### src/rtl/demux_1to4_32.sv
// ============================================================================
// demux_1to4_32 : 1-to-4 valid/ready demultiplexer with four one-entry slots
// Rev 1.0
// ============================================================================
`default_nettype none

module demux_1to4_32 #(
  parameter int WIDTH = 32
) (
  input  logic             clk,
  input  logic             rst_n,
  input  logic             in_valid,
  output logic             in_ready,
  input  logic [1:0]       in_sel,
  input  logic [WIDTH-1:0] in_data,
  output logic [3:0]       out_valid,
  input  logic [3:0]       out_ready,
  output logic [WIDTH-1:0] out_data0,
  output logic [WIDTH-1:0] out_data1,
  output logic [WIDTH-1:0] out_data2,
  output logic [WIDTH-1:0] out_data3,
  output logic [15:0]      xfer_cnt
);

  localparam int c_SLOTS = 4;

  logic [3:0]       valid_q;
  logic [3:0]       valid_d;
  logic [WIDTH-1:0] data_q [c_SLOTS];
  logic [WIDTH-1:0] data_d [c_SLOTS];
  logic [15:0]      cnt_q;
  logic [15:0]      cnt_d;

  logic             w_accept;
  logic [3:0]       w_load;

  // A full slot can still take a word when its sink drains it in the same cycle.
  assign in_ready = rst_n & (~valid_q[in_sel] | out_ready[in_sel]);
  assign w_accept = in_valid & in_ready;

  always_comb begin
    w_load = 4'b0000;
    if (w_accept) begin
      w_load[in_sel] = 1'b1;
    end
  end

  generate
    for (genvar i = 0; i < c_SLOTS; i++) begin : g_slot
      always_comb begin
        valid_d[i] = valid_q[i];
        data_d[i]  = data_q[i];
        if (valid_q[i] && out_ready[i]) begin
          valid_d[i] = 1'b0;
        end
        if (w_load[i]) begin
          valid_d[i] = 1'b1;
          data_d[i]  = in_data;
        end
      end

      always_ff @(posedge clk or negedge rst_n) begin
        if (!rst_n) begin
          valid_q[i] <= 1'b0;
          data_q[i]  <= '0;
        end else begin
          valid_q[i] <= valid_d[i];
          data_q[i]  <= data_d[i];
        end
      end
    end
  endgenerate

  assign cnt_d = w_accept ? cnt_q + 16'd1 : cnt_q;

  always_ff @(posedge clk or negedge rst_n) begin
    if (!rst_n) begin
      cnt_q <= 16'd0;
    end else begin
      cnt_q <= cnt_d;
    end
  end

  assign out_valid = valid_q;
  assign out_data0 = data_q[0];
  assign out_data1 = data_q[1];
  assign out_data2 = data_q[2];
  assign out_data3 = data_q[3];
  assign xfer_cnt  = cnt_q;

endmodule

`default_nettype wire

### config.mk
export PLATFORM = sky130hd
export DESIGN_NAME = demux_1to4_32
export DESIGN_NICKNAME = d
export VERILOG_FILES = /design/src/rtl/demux_1to4_32.sv
export SDC_FILE = /design/constraint.sdc
export NUM_CORES = 1
export LEC_CHECK = 0
export CAP_MARGIN = 25
export CELL_PAD_IN_SITES_DETAIL_PLACEMENT = 1
export CELL_PAD_IN_SITES_GLOBAL_PLACEMENT = 2
export CORE_UTILIZATION = 31
export CTS_CLUSTER_SIZE = 25
export DETAILED_ROUTE_END_ITERATION = 10
export PLACE_DENSITY = 0.92
export SLEW_MARGIN = 20
export SYNTH_ARGS = -nofsm -noshare
export SYNTH_HDL_FRONTEND = slang
export SYNTH_SLANG_ARGS = --single-unit
### constraint.sdc
create_clock -name clk -period 2.07 [get_ports clk]
set_input_delay 0.3105 -clock clk [delete_from_list [all_inputs] [get_ports clk]]
set_output_delay 0.3105 -clock clk [all_outputs]
set_load 0.1 [all_outputs]
==> out/metrics.csv <==
stage,metric,value,unit
final_layout,Clock-cell share,0.0726,
timing,Fin Hold WS,5.36,ps
timing,Slew headroom,0.438,
die,Die X,138,um
drt,met3 wire len,915,um
run_status,status,"complete, but fails checks",
run_status,failing checks,setup timing,
yosys,top area contributor share,0.646,
grt,gr ovfl total,0,
grt,all-layer global routing usage,0.170,
critical_path,critical path arrival,1920,ps
drt,Pre-antenna DRT Iters,4,
yosys,synth cell count leaders,"dfrtp_1, mux2_2, xor2_1",
critical_path,critical path's slowest cell,dfrtp_4,
timing,PnR worst setup slack,-165,ps
drt,met1 WL,6.39,mm
yosys,register area share after synthesis,0.646,
cts,CTS tree,built,
yosys,async set-reset flop share out of synthesis,1.00,
grt,initial antenna violation count,0,
yosys,aoi share,0,
yosys,Synth area leader,dfrtp_1,
final_layout,fraction of layout cells with a size suffix above 1,0.598,
final_layout,Flop Count,148,
drt,1st-iter DRT viols,130,
cts,Clock Latency Late Sink,410,ps
final_layout,Multi-In Gates,193,
timing,skew final,8.65,ps
timing,Max Slew Vio Count,0,
final_layout,number of diodes,0,
timing,setup violators final,1,
-- report_power, final --
part / internal, W / switching, W / leakage (nW) / total, W
clock network: 0.00200 / 0.00116 / 0.284 / 0.00316
registers: 0.00354 / 0.000449 / 1.78 / 0.00399
logic: 0.00139 / 0.00548 / 1.76 / 0.00687
total: 0.00693 / 0.00709 / 3.82 / 0.0140
-- final timing paths --
kind / from / to / cells past startpoint
min in group clk: xfer_cnt[10] / xfer_cnt[10] / 1
max: out_valid[1] / in_ready / 5
max reg2reg: out_valid[1] / xfer_cnt[1] / 6
max in group asynchronous: rst_n / out_valid[1] / 2
min: rst_n / xfer_cnt[2] / 2
min reg2reg: xfer_cnt[10] / xfer_cnt[10] / 1
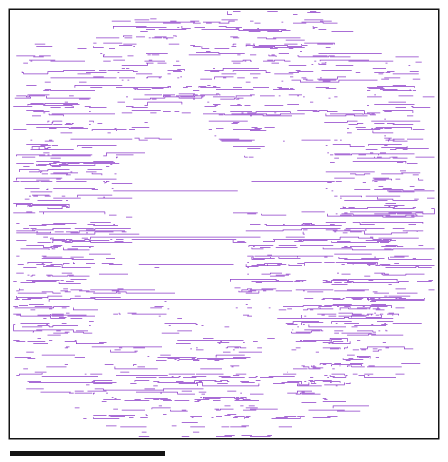
**Above:** M1 wires.
Bar = 50 um.
wire length on this layer: 6390 um
main direction: horizontal
share of all routed wire: 41%
nets with wire on the layer: 526
longest straight run: 54.7 um
DR vias: 3852
Routed WL: 15.5 mm
met1 Usage GRT: 0.199

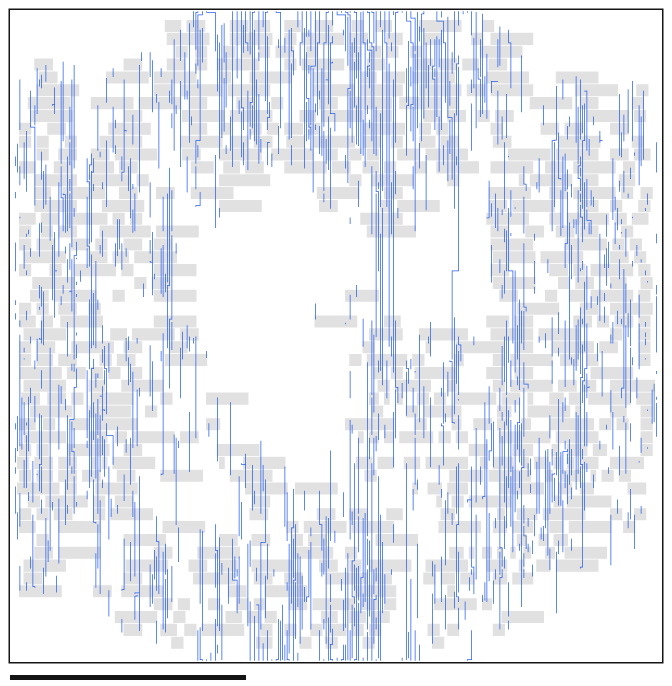
**Above:** met2 routing.
Bar = 50 um. Cells faint in the background.
wire length on this layer: 8100 um
nets with wire on the layer: 598
longest straight run: 61.9 um
share of all routed wire: 52%

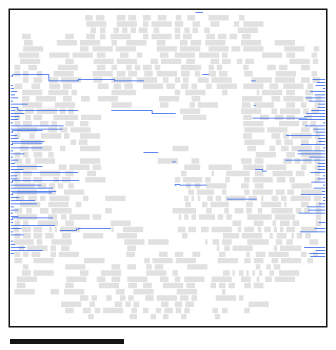
**Above:** metal 3.
Bar = 50 um. Cells faint in the background.
share of all routed wire: 5.9%
longest straight run: 29.2 um
main direction: horizontal
nets with wire on the layer: 109
met3 Use GR: 0.0561

Power figures rest on the tool's default switching activity, not on a simulated workload.
